===== src/rtl/lock_chamber_ctrl.sv =====
// Gondola lock chamber controller: water level, port states, occupancy and safety interlocks.
// Optional feature macro: LOCK_DOOR_DELAY_EN (ports take DOOR_CYCLES edges to travel).
module lock_chamber_ctrl #(
    parameter int LEVEL_W     = 14,
    parameter int OUTER_LEVEL = 100,
    parameter int INNER_LEVEL = 160,
    parameter int STEP        = 4,
    parameter int DOOR_CYCLES = 8
) (
    input  logic               clk,
    input  logic               rst,
    input  logic               arrive,
    input  logic               depart,
    input  logic               outer_req,
    input  logic               inner_req,
    input  logic               raise,
    input  logic               lower,
    output logic [LEVEL_W-1:0] lock_level,
    output logic               outer_open,
    output logic               inner_open,
    output logic               occupied,
    output logic               busy,
    output logic               err
);

`ifdef LOCK_DOOR_DELAY_EN
    typedef enum logic [1:0] {IDLE, FILL, DRAIN, DOOR} state_t;
    localparam int CNT_W = $clog2(DOOR_CYCLES + 1);
    localparam logic [CNT_W-1:0] CNT_LAST = CNT_W'(DOOR_CYCLES - 1);
    logic [CNT_W-1:0] door_cnt, door_cnt_n;
    logic             door_outer, door_outer_n;
`else
    typedef enum logic [1:0] {IDLE, FILL, DRAIN} state_t;
`endif

    if (INNER_LEVEL <= OUTER_LEVEL || STEP <= 0 || DOOR_CYCLES <= 0) begin : g_bad_params
        $error("lock_chamber_ctrl: invalid parameters");
    end

    localparam logic [LEVEL_W-1:0] OUTER_L = LEVEL_W'(OUTER_LEVEL);
    localparam logic [LEVEL_W-1:0] INNER_L = LEVEL_W'(INNER_LEVEL);
    localparam logic [LEVEL_W-1:0] STEP_L  = LEVEL_W'(STEP);
    localparam logic [LEVEL_W:0]   INNER_X = (LEVEL_W+1)'(INNER_LEVEL);
    localparam logic [LEVEL_W:0]   FLOOR_X = (LEVEL_W+1)'(OUTER_LEVEL + STEP);

    // Command protocol: each input is a one-cycle pulse with no ready/backpressure;
    // the controller either accepts it in IDLE (highest priority only) or flags err.
    state_t             state, state_n;
    logic [LEVEL_W-1:0] level_q, level_n;
    logic               outer_q, outer_n, inner_q, inner_n;
    logic               occ_q, occ_n, err_n;
    logic               tog_outer, tog_inner;
    logic [5:0]         cmds;
    logic [LEVEL_W:0]   fill_sum;
    logic               port_any;

    assign cmds     = {outer_req, inner_req, raise, lower, arrive, depart};
    assign fill_sum = {1'b0, level_q} + (LEVEL_W+1)'(STEP);
    assign port_any = outer_q | inner_q;

    always_ff @(posedge clk or posedge rst) begin
        if (rst) begin
            state   <= IDLE;
            level_q <= OUTER_L;
            outer_q <= 1'b0;
            inner_q <= 1'b0;
            occ_q   <= 1'b0;
            err     <= 1'b0;
        end else begin
            state   <= state_n;
            level_q <= level_n;
            outer_q <= outer_n;
            inner_q <= inner_n;
            occ_q   <= occ_n;
            err     <= err_n;
        end
    end

`ifdef LOCK_DOOR_DELAY_EN
    always_ff @(posedge clk or posedge rst) begin
        if (rst) begin
            door_cnt   <= '0;
            door_outer <= 1'b0;
        end else begin
            door_cnt   <= door_cnt_n;
            door_outer <= door_outer_n;
        end
    end
`endif

    always_comb begin
        state_n   = state;
        level_n   = level_q;
        outer_n   = outer_q;
        inner_n   = inner_q;
        occ_n     = occ_q;
        err_n     = 1'b0;
        tog_outer = 1'b0;
        tog_inner = 1'b0;
`ifdef LOCK_DOOR_DELAY_EN
        door_cnt_n   = door_cnt;
        door_outer_n = door_outer;
`endif
        case (state)
            IDLE: begin
                // Only the highest-priority pulse is a candidate; all others are rejected.
                if (outer_req) begin
                    err_n = |cmds[4:0];
                    if (outer_q || (!inner_q && level_q == OUTER_L)) tog_outer = 1'b1;
                    else err_n = 1'b1;
                end else if (inner_req) begin
                    err_n = |cmds[3:0];
                    if (inner_q || (!outer_q && level_q == INNER_L)) tog_inner = 1'b1;
                    else err_n = 1'b1;
                end else if (raise) begin
                    err_n = |cmds[2:0];
                    if (!port_any && level_q < INNER_L) state_n = FILL;
                    else err_n = 1'b1;
                end else if (lower) begin
                    err_n = |cmds[1:0];
                    if (!port_any && level_q > OUTER_L) state_n = DRAIN;
                    else err_n = 1'b1;
                end else if (arrive) begin
                    err_n = cmds[0];
                    if (!occ_q && port_any) occ_n = 1'b1;
                    else err_n = 1'b1;
                end else if (depart) begin
                    if (occ_q && port_any) occ_n = 1'b0;
                    else err_n = 1'b1;
                end
            end
            FILL: begin
                err_n = |cmds;
                if (fill_sum >= INNER_X) begin
                    level_n = INNER_L;
                    state_n = IDLE;
                end else begin
                    level_n = fill_sum[LEVEL_W-1:0];
                end
            end
            DRAIN: begin
                err_n = |cmds;
                // Compare before subtracting so the level can never underflow.
                if ({1'b0, level_q} <= FLOOR_X) begin
                    level_n = OUTER_L;
                    state_n = IDLE;
                end else begin
                    level_n = level_q - STEP_L;
                end
            end
`ifdef LOCK_DOOR_DELAY_EN
            DOOR: begin
                err_n = |cmds;
                if (door_cnt == CNT_LAST) begin
                    if (door_outer) outer_n = !outer_q;
                    else            inner_n = !inner_q;
                    state_n = IDLE;
                end else begin
                    door_cnt_n = door_cnt + 1'b1;
                end
            end
`endif
            default: state_n = IDLE;
        endcase

`ifdef LOCK_DOOR_DELAY_EN
        if (tog_outer || tog_inner) begin
            state_n      = DOOR;
            door_cnt_n   = '0;
            door_outer_n = tog_outer;
        end
`else
        if (tog_outer) outer_n = !outer_q;
        if (tog_inner) inner_n = !inner_q;
`endif
    end

    assign lock_level = level_q;
    assign outer_open = outer_q;
    assign inner_open = inner_q;
    assign occupied   = occ_q;
    assign busy       = (state != IDLE);

endmodule

===== config.mk =====
export PLATFORM = sky130hd
export DESIGN_NAME = lock_chamber_ctrl
export DESIGN_NICKNAME = d
export VERILOG_FILES = /design/src/rtl/lock_chamber_ctrl.sv
export SDC_FILE = /design/constraint.sdc
export NUM_CORES = 1
export LEC_CHECK = 0
export ABC_CLOCK_PERIOD_IN_PS = 2800
export CAP_MARGIN = 40
export CORE_MARGIN = 2
export CORE_UTILIZATION = 30
export CTS_CLUSTER_DIAMETER = 30
export CTS_CLUSTER_SIZE = 8
export DETAILED_ROUTE_END_ITERATION = 7
export GPL_ROUTABILITY_DRIVEN = 1
export PLACE_DENSITY_LB_ADDON = 0.1
export SYNTH_ARGS = -nofsm -noshare
export SYNTH_HDL_FRONTEND = slang
export SYNTH_SLANG_ARGS = --single-unit

===== constraint.sdc =====
create_clock -name clk -period 2.8 [get_ports clk]
set_input_delay 0.56 -clock clk [delete_from_list [all_inputs] [get_ports clk]]
set_output_delay 0.56 -clock clk [all_outputs]
set_load 0.005 [all_outputs]

==> reports/results.ini, run 1 <==
[hold_path]
hold-path-cell-count=1
hp-class=reg -> reg
hold_path_end=occupied
hold_start=occupied

[final_layout]
flop_area_um2=454
post-route-cell-area_um2=2040
areaGrowthSynthToFinish_pct=19.8
layoutNonFillerInstCount=294
nFillCells=559
nets=238
drive_gt1_share_pct=12.6
layout_top_cell=clkdlybuf4s50_1
num_antenna_cells=0
lay_top_cells=24 x clkdlybuf4s50_1, 18 x nand2_1, 15 x dfrtp_1, 14 x o21ai_0
comb_area_um2=1100

[yosys]
syn_avg_cell_area_um2=8.35
syn-instance-count=204
synth-async-reset-ratio_pct=100
ys_area_um2=1700
ff_type=dfrtp_1
edf_count=0
synth.distinct_cells=66
yosys_warnings=0
yosys_cells=204
synth_flops=18
syn_area_um2=1700
yosysSeqAreaShare_pct=26.7

[critical_path]
rrSetupSlack_ns=0.35
critPathCaptureType=register
required_ns=2.95
r2r_start=lock_level[2]
reg2reg_depth=7
r2r_end=state[0]
cp-start-kind=register
worst_ep_arrival_time_ns=2.60
path_class=reg -> reg
cp_max_fo=9

[status]
status=finished clean

[die]
floorplan.core_util_pct=30.9
placeableCoreArea_um2=5510
ios=27
die_h_um=79.3
dieWidth_um=79.3
chipArea_um2=6290
rows=27

[placed_design]
placedCellCount=290
detailed_place_hpwl_um=3550
post_dp_cell_area_um2=1990
io_buffers=24
gp_congestion=0.850

[cts]
cts-root-buf=clkbuf_8
ctsResizeCount=0
cts_inserted_buffers=3
clock-sinks=18
path_clk_slew_ns=0.08
ctsHoldBuffers=0
cts_buffer_depth=2
h-tree-depth=1
cts_tree=built
worstSkewPairLatency_ns=0.26
postCtsSetupBuffers=0

[pwr]
peakVddDrop_v=0.000473
power_leakage_nw=0.775
power_density_nw_per_um2=958

[sta]
rsz0062_at_grt=false
relSlewSlack_pct=42.5
fin_worst_skew_ns=0.00726
finalSetupViolations=0
slew_violations=0
min_period_ns=2.45
fin_crit_sh_pct=87.3
fmax_mhz=409
finalHoldViolations=0
finalSetupTns_ns=0
worstMarginPinSlew_ns=0.849

[route]
routedWlPerCell_um=16.4
drtAntennaViolNets=0
vias=1612
routed_wl_um=4830
route.detailed.drc=0
drt-initial-drc-count=137
firstDrtPassIters=4
vias_per_cell=5.48

[grt]
grt_max_degree=19
gr-total-overflow=0
grt_pass1_vias=1526
antenna_found_initial=0
grt_pass1_wl_um=8110

[run]
max_cap_violations=0
tool_warnings=31

[run 1: worst max path at each step]
stage | end | slack, ns | start
6_report | state[0] | 0.35 | lock_level[2]
5_1_grt | state[0] | 0.29 | lock_level[2]
4_1_cts | state[0] | 0.38 | lock_level[2]
3_5_place_dp | state[0] | 0.40 | lower
3_3_place_gp | state[0] | 0.43 | lower
2_1_floorplan | state[0] | 0.55 | lock_level[2]
[run 1: stage by stage]
| step | power, mW | setup slack (ns) | hold slack, ns |
|---|---|---|---|
| 6_report | 1.96 | 0.355 | 0.551 |
| 2_1_floorplan | 1.31 | 0.555 | 0.496 |
| 5_1_grt | 2.14 | 0.285 | 0.603 |
| 4_1_cts | 1.97 | 0.382 | 0.549 |
| 3_3_place_gp | 1.75 | 0.427 | 0.539 |
| 3_5_place_dp | 1.73 | 0.404 | 0.526 |
[run 1: synth_stat cells, types with 5 or more instances]
cell type,instances,area (µm²)
dfrtp_1,15,375
and2_1,6,37.5
nand4_1,5,31.3
nor2_1,13,48.8
ha_1,7,87.6
o22ai_1,5,31.3
o21ai_0,14,70.1
clkbuf_1,8,30.0
nand3_1,6,30.0
a21oi_1,8,40.0
inv_1,13,48.8
nand2_1,18,67.6
buf_2,5,25.0
[run 1: layer usage]
layer / vias to the layer above / part of all wire, % / GRT usage [%]
met3: 5 / 5.2 / 3.18
met1: 761 / 50 / 23.8
met4: 0 / 0.70 / 3.10
met2: 46 / 44 / 25.1
li1: 800 / - / -
met5: - / 0 / 0
[run 1: registers in the layout, indices dropped and copies added, names as in the netlist]
name / cells
state: 2
outer_open: 1
lock_level: 12
err: 1
inner_open: 1
occupied: 1
[run 1: critical path: stages, from the launching register on]
cell     delay (ns)
dfstp_2        0.61
ha_1           0.31
and4_4         0.30
nand2_1        0.06
o32ai_1        0.29
and4_4         0.32
a31oi_4        0.11
mux2_4         0.33
[run 1: cells by family after synthesis]
group,after synthesis,synth area share [%]
AND-OR/OR-AND,66,29.2
XOR/XNOR,2,1.03
adder cells (fa/ha/maj),7,5.14
buffers and inverters,31,8.96
flip-flops,18,26.7
multiplexers,4,3.38
other,1,0.220
AND/OR/NAND/NOR,75,25.3
[run 1: area by class of cell]
cell class	instances	share of cell area (%)
Tap cell	72	4.41
Sequential cell	18	22.3
Timing Repair Buffer	31	14.3
Clock buffer	4	2.70
Multi-Input combinational cell	156	53.9
Inverter	13	2.39
[run 1: where the power goes]
group / internal, mW / switching (mW) / leakage [nW] / total, mW
combinational: 0.563 / 0.652 / 0.522 / 1.22
clock: 0.125 / 0.0984 / 0.0288 / 0.224
sequential: 0.358 / 0.159 / 0.224 / 0.517
total: 1.05 / 0.909 / 0.775 / 1.96
run_1/cell_density.png
Bar = 20 µm. 8 x 8 tiles, from dark blue (low) to red (high), 0 to 100% covered.
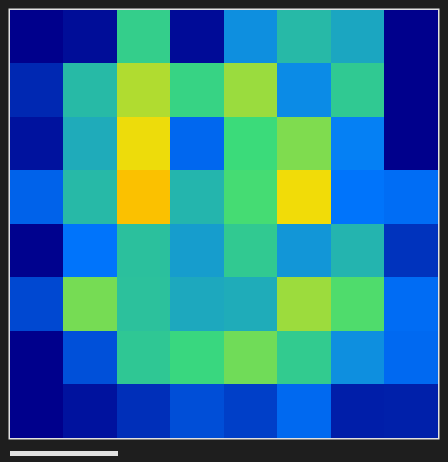
fullest tile: 78%
mean over tiles: 31%
nearly empty tiles: 11%
densest ninth of the die: middle
emptiest ninth of the die: bottom left
tiles over 75% full: 1.6%

run_1/congestion.png
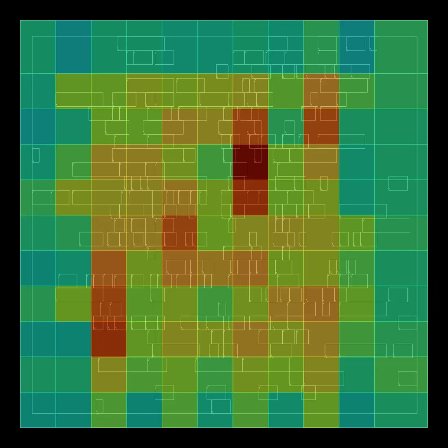
final core area utilization: 37.1%
met1 GRT Util: 23.8%
Total GRT Usage: 16.3%
grt peak-use layer: met2
GR Util met3: 3.18%

run_1/metal_density.png
Bar = 20 µm. 16 x 16 tiles, from dark blue (low) to red (high), scaled to the fullest tile. Values are wire area over tile area, all layers added.
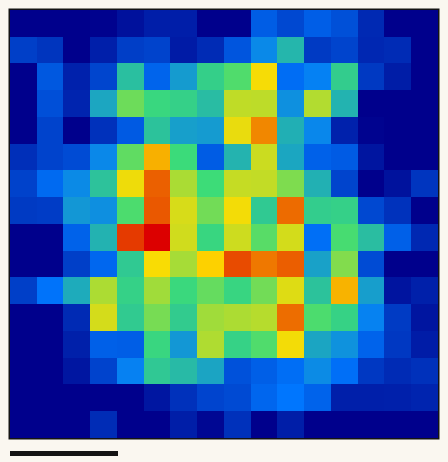
densest ninth of the die: middle
tiles over half the peak: 21%
nearly empty tiles: 21%

run_1/placement_by_type.png
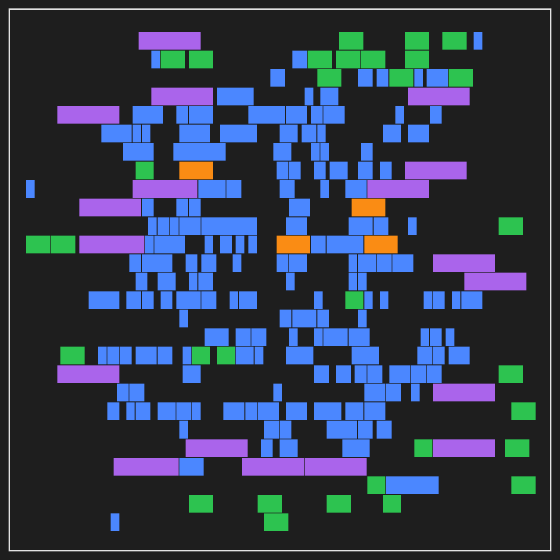

--- run 2 (diff from run 1) ---
--- a/config.mk
+++ b/config.mk
@@ -8,7 +8,7 @@
 export ABC_CLOCK_PERIOD_IN_PS = 2800
 export CAP_MARGIN = 40
 export CORE_MARGIN = 2
-export CORE_UTILIZATION = 30
+export CORE_UTILIZATION = 54
 export CTS_CLUSTER_DIAMETER = 30
 export CTS_CLUSTER_SIZE = 8
 export DETAILED_ROUTE_END_ITERATION = 7
run_2/placement_by_type.png
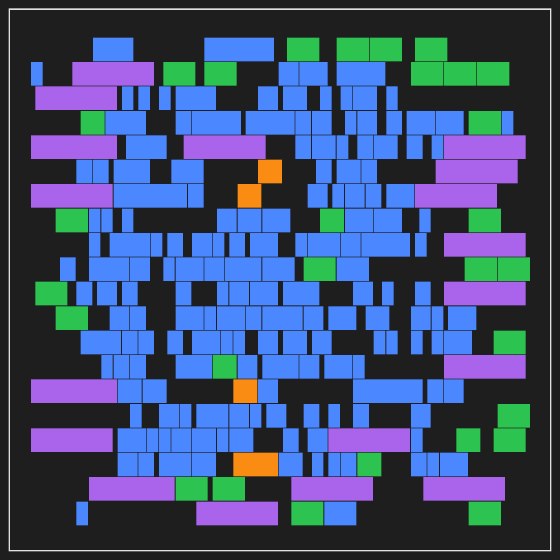
| class | color | cells | share of their area |
|---|---|---|---|
| remaining buffers and delay cells | green | 29 | 14% |
| combinational and other logic | blue | 169 | 60% |
| clock drivers and dummy loads | orange | 4 | 1.9% |
| sequential cells | purple | 18 | 24% |
design area: 1970 µm²
Seq/total area: 23.0%

run_2/sizes.png
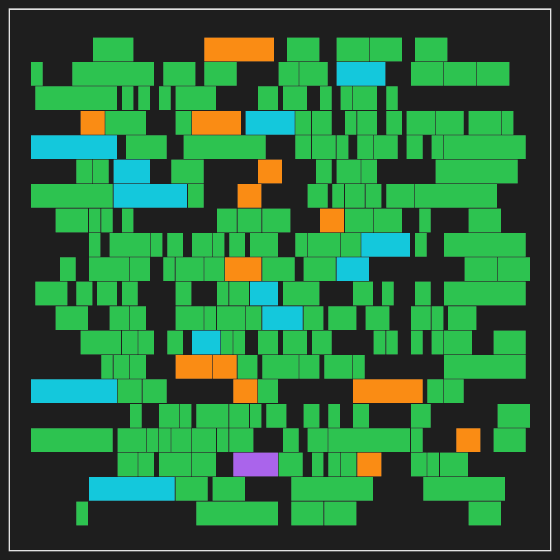
| size | color | cells | share |
|---|---|---|---|
| _2 cells | cyan | 12 | 5.5% |
| _6 and larger | purple | 1 | 0.45% |
| _3 and _4 cells | orange | 13 | 5.9% |
| _0 and _1 cells | green | 194 | 88% |

==> run 2 against run 1 <==
Effect of this change: combinational power about the same; cell count decreased by 10%; setup slack improved by 0.042 ns; core utilization increased by 28 points; sequential cell count unchanged; final area decreased by 3.4%; sequential power about the same; area after synthesis unchanged; worst hold slack improved by 0.0089 ns; critical endpoint unchanged.
==> reports/results.ini, run 2 <==
[grt]
grt_pass1_wl_um=7720  ; was 8110 µm
grt_pass1_vias=1572  ; was 1526
antenna_found_initial=0  ; unchanged
gr-total-overflow=0  ; unchanged
grt_max_degree=20  ; was 19
track_usage_pct=28.3  ; was 16.3%

[critical_path]
critPathCaptureType=register  ; unchanged
worst_ep_arrival_time_ns=2.59  ; was 2.60 ns
cp-start-kind=register  ; unchanged
path_class=reg -> reg  ; unchanged
reg2reg_depth=6  ; was 7
cp_max_fo=11  ; was 9
required_ns=2.99  ; was 2.95 ns

[yosys]
edf_count=0  ; unchanged
top_area_share_pct=22.0  ; unchanged
ys_top_cells_by_area=dfrtp_1 22%, ha_1 5.1%, dfstp_2 4.6%, o21ai_0 4.1%, nand2_1 4.0%  ; unchanged
yosys.area.top_type=dfrtp_1  ; unchanged
syn-instance-count=204  ; unchanged
ff_type=dfrtp_1  ; unchanged
yosys_cells=204  ; unchanged
yosysMostFrequentCell=nand2_1  ; unchanged
syn_avg_cell_area_um2=8.35  ; unchanged
ys_area_um2=1700  ; unchanged
yosysSeqAreaShare_pct=26.7  ; unchanged
common_cells=18 x nand2_1, 15 x dfrtp_1, 14 x o21ai_0  ; unchanged
yosys_warnings=0  ; unchanged
synth-async-reset-ratio_pct=100  ; unchanged
syn_area_um2=1700  ; unchanged
synth.distinct_cells=66  ; unchanged
synth_flops=18  ; unchanged

[placed_design]
io_buffers=24  ; unchanged
gp_congestion=0.957  ; was 0.850
detailed_place_hpwl_um=3340  ; was 3550 µm

[route]
route.detailed.drc=0  ; unchanged
routedWlPerCell_um=17.3  ; was 16.4 µm
firstDrtPassIters=4  ; unchanged
vias=1722  ; was 1612
routed_wl_um=4550  ; was 4830 µm
vias_per_cell=6.52  ; was 5.48
drt-initial-drc-count=147  ; was 137
drtAntennaViolNets=0  ; unchanged

[sta]
finalHoldViolations=0  ; unchanged
finalSetupViolations=0  ; unchanged
fin_worst_skew_ns=0.00789  ; was 0.00726 ns
relSlewSlack_pct=50.4  ; was 42.5%
worstMarginPinSlew_ns=0.732  ; was 0.849 ns
slew_violations=0  ; unchanged
fmax_mhz=416  ; was 409 MHz
finalSetupTns_ns=0  ; unchanged
rsz0062_at_grt=false  ; unchanged
holdWs_ns=0.560  ; was 0.551 ns
min_period_ns=2.40  ; was 2.45 ns
fin_crit_sh_pct=85.8  ; was 87.3%

[die]
placeableCoreArea_um2=3030  ; was 5510 µm²
ios=27  ; unchanged
floorplan.core_util_pct=56.2  ; was 30.9%
dieWidth_um=60.2  ; was 79.3 µm
chipArea_um2=3620  ; was 6290 µm²
rows=20  ; was 27
die_h_um=60.2  ; was 79.3 µm

[cts]
worstSkewPairLatency_ns=0.30  ; was 0.26 ns
cts_buffer_depth=2  ; unchanged
ctsHoldBuffers=0  ; unchanged
cts_inserted_buffers=3  ; unchanged
cts-root-buf=clkbuf_4  ; was clkbuf_8
cts_tree=built  ; unchanged
path_clk_slew_ns=0.11  ; was 0.08 ns
clock-sinks=18  ; unchanged
h-tree-depth=1  ; unchanged
postCtsSetupBuffers=0  ; unchanged
ctsResizeCount=0  ; unchanged

[final_layout]
lay_top_cells=24 x clkdlybuf4s50_1, 18 x nand2_1, 15 x dfrtp_1, 14 x o21ai_0  ; unchanged
layout_top_cell=clkdlybuf4s50_1  ; unchanged
num_antenna_cells=0  ; unchanged
nets=236  ; was 238
drive_gt1_share_pct=11.8  ; was 12.6%
areaGrowthSynthToFinish_pct=15.8  ; was 19.8%
largest_reg_flops=12  ; unchanged

[pwr]
peakVddDrop_v=0.000682  ; was 0.000473 V
clkPwrFrac_pct=8.8  ; was 11.4%
power_density_nw_per_um2=958  ; about the same
seqPwrFrac_pct=27.3  ; was 26.4%
power_leakage_nw=0.758  ; was 0.775 nW
pwr-share-comb_pct=63.9  ; was 62.1%
intPower_uw=981  ; was 1.05 mW
p_switching_uw=907  ; was 909 µW
swShare_pct=48.1  ; was 46.5%

[hold_path]
hp-class=reg -> reg  ; unchanged
hold-path-cell-count=1  ; unchanged

[run]
tool_warnings=31  ; unchanged
max_cap_violations=0  ; unchanged

[status]
status=finished clean  ; unchanged

run_2/metal_density.png
Bar = 20 µm. 12 x 12 tiles, from dark blue (low) to red (high), scaled to the fullest tile. Values are wire area over tile area, all layers added.
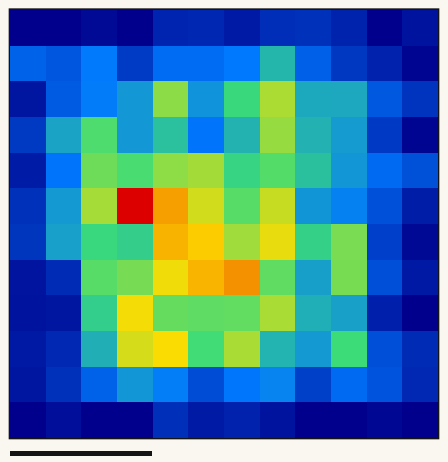
fullest tile: 0.69
densest ninth of the die: middle
tiles over half the peak: 25%
nearly empty tiles: 10%

==> run 2: cell counts after synthesis <==
Identical to the previous run, type by type.
==> run 2: worst paths after layout <==
check	start	slack, ns	endpoint
setup / recovery	lock_level[7]	0.40	state[0]
hold / removal	occupied	0.56	occupied
max in group asynchronous	rst	1.67	lock_level[3]
min in group asynchronous	rst	0.67	lock_level[10]
setup reg to reg	lock_level[7]	0.40	state[0]
hold reg to reg	occupied	0.56	occupied
==> run 2: metal layers <==
| layer | track usage [%] | routed length (µm) |
|---|---|---|
| met5 | 0 | 0 |
| met4 | 10.2 | 99 |
| met3 | 3.90 | 333 |
| met2 | 40.4 | 2050 |
| met1 | 42.9 | 2070 |
==> run 2: final cells by class <==
class	instances	area, µm²
Tap cell	44	55.1
Inverter	13	48.8
Timing Repair Buffer	29	278
Sequential cell	18	454
Fill cell	264	1060
Multi-Input combinational cell	156	1100
Clock buffer	4	36.3
==> run 2: power groups by stage <==
stage / clock [mW] / sequential, mW / combinational [mW]
after CTS: 0.172 / 0.509 / 1.20
after global placement: 0 / 0.508 / 1.16
after detailed placement: 0 / 0.513 / 1.19
after global routing: 0.195 / 0.533 / 1.32
after floorplan: 0 / 0.438 / 0.873
final: 0.167 / 0.515 / 1.21
==> run 2: critical path, stage by stage, from the launching register on <==
cell and delay, ns:
dfrtp_1 0.54, nor3_2 0.50, o211ai_1 0.25, nand2_1 0.31
o221ai_2 0.17, a31oi_4 0.20, mux2_4 0.31
==> run 2: stage by stage <==
step	std cells	area (µm²)	utilization [%]	power (mW)	worst slack [ns]
3_5_place_dp	260	1940	63.9	1.70	0.404
3_3_place_gp	260	1940	63.9	1.67	0.438
6_report	264	1970	65.1	1.89	0.397
2_1_floorplan	205	1710	-	1.31	0.555
5_1_grt	264	1970	65.1	2.05	0.272
4_1_cts	264	1970	65.1	1.88	0.441
==> run 2: logic make-up after synthesis <==
group	Yosys count	synth area share (%)
flops	18	26.7
buf+inv	31	8.96
mux	4	3.38
other cells	1	0.220
simple gates	75	25.3
fa+ha+maj	7	5.14
xor+xnor	2	1.03
compound gates	66	29.2
Power and IR drop assume default switching activity.
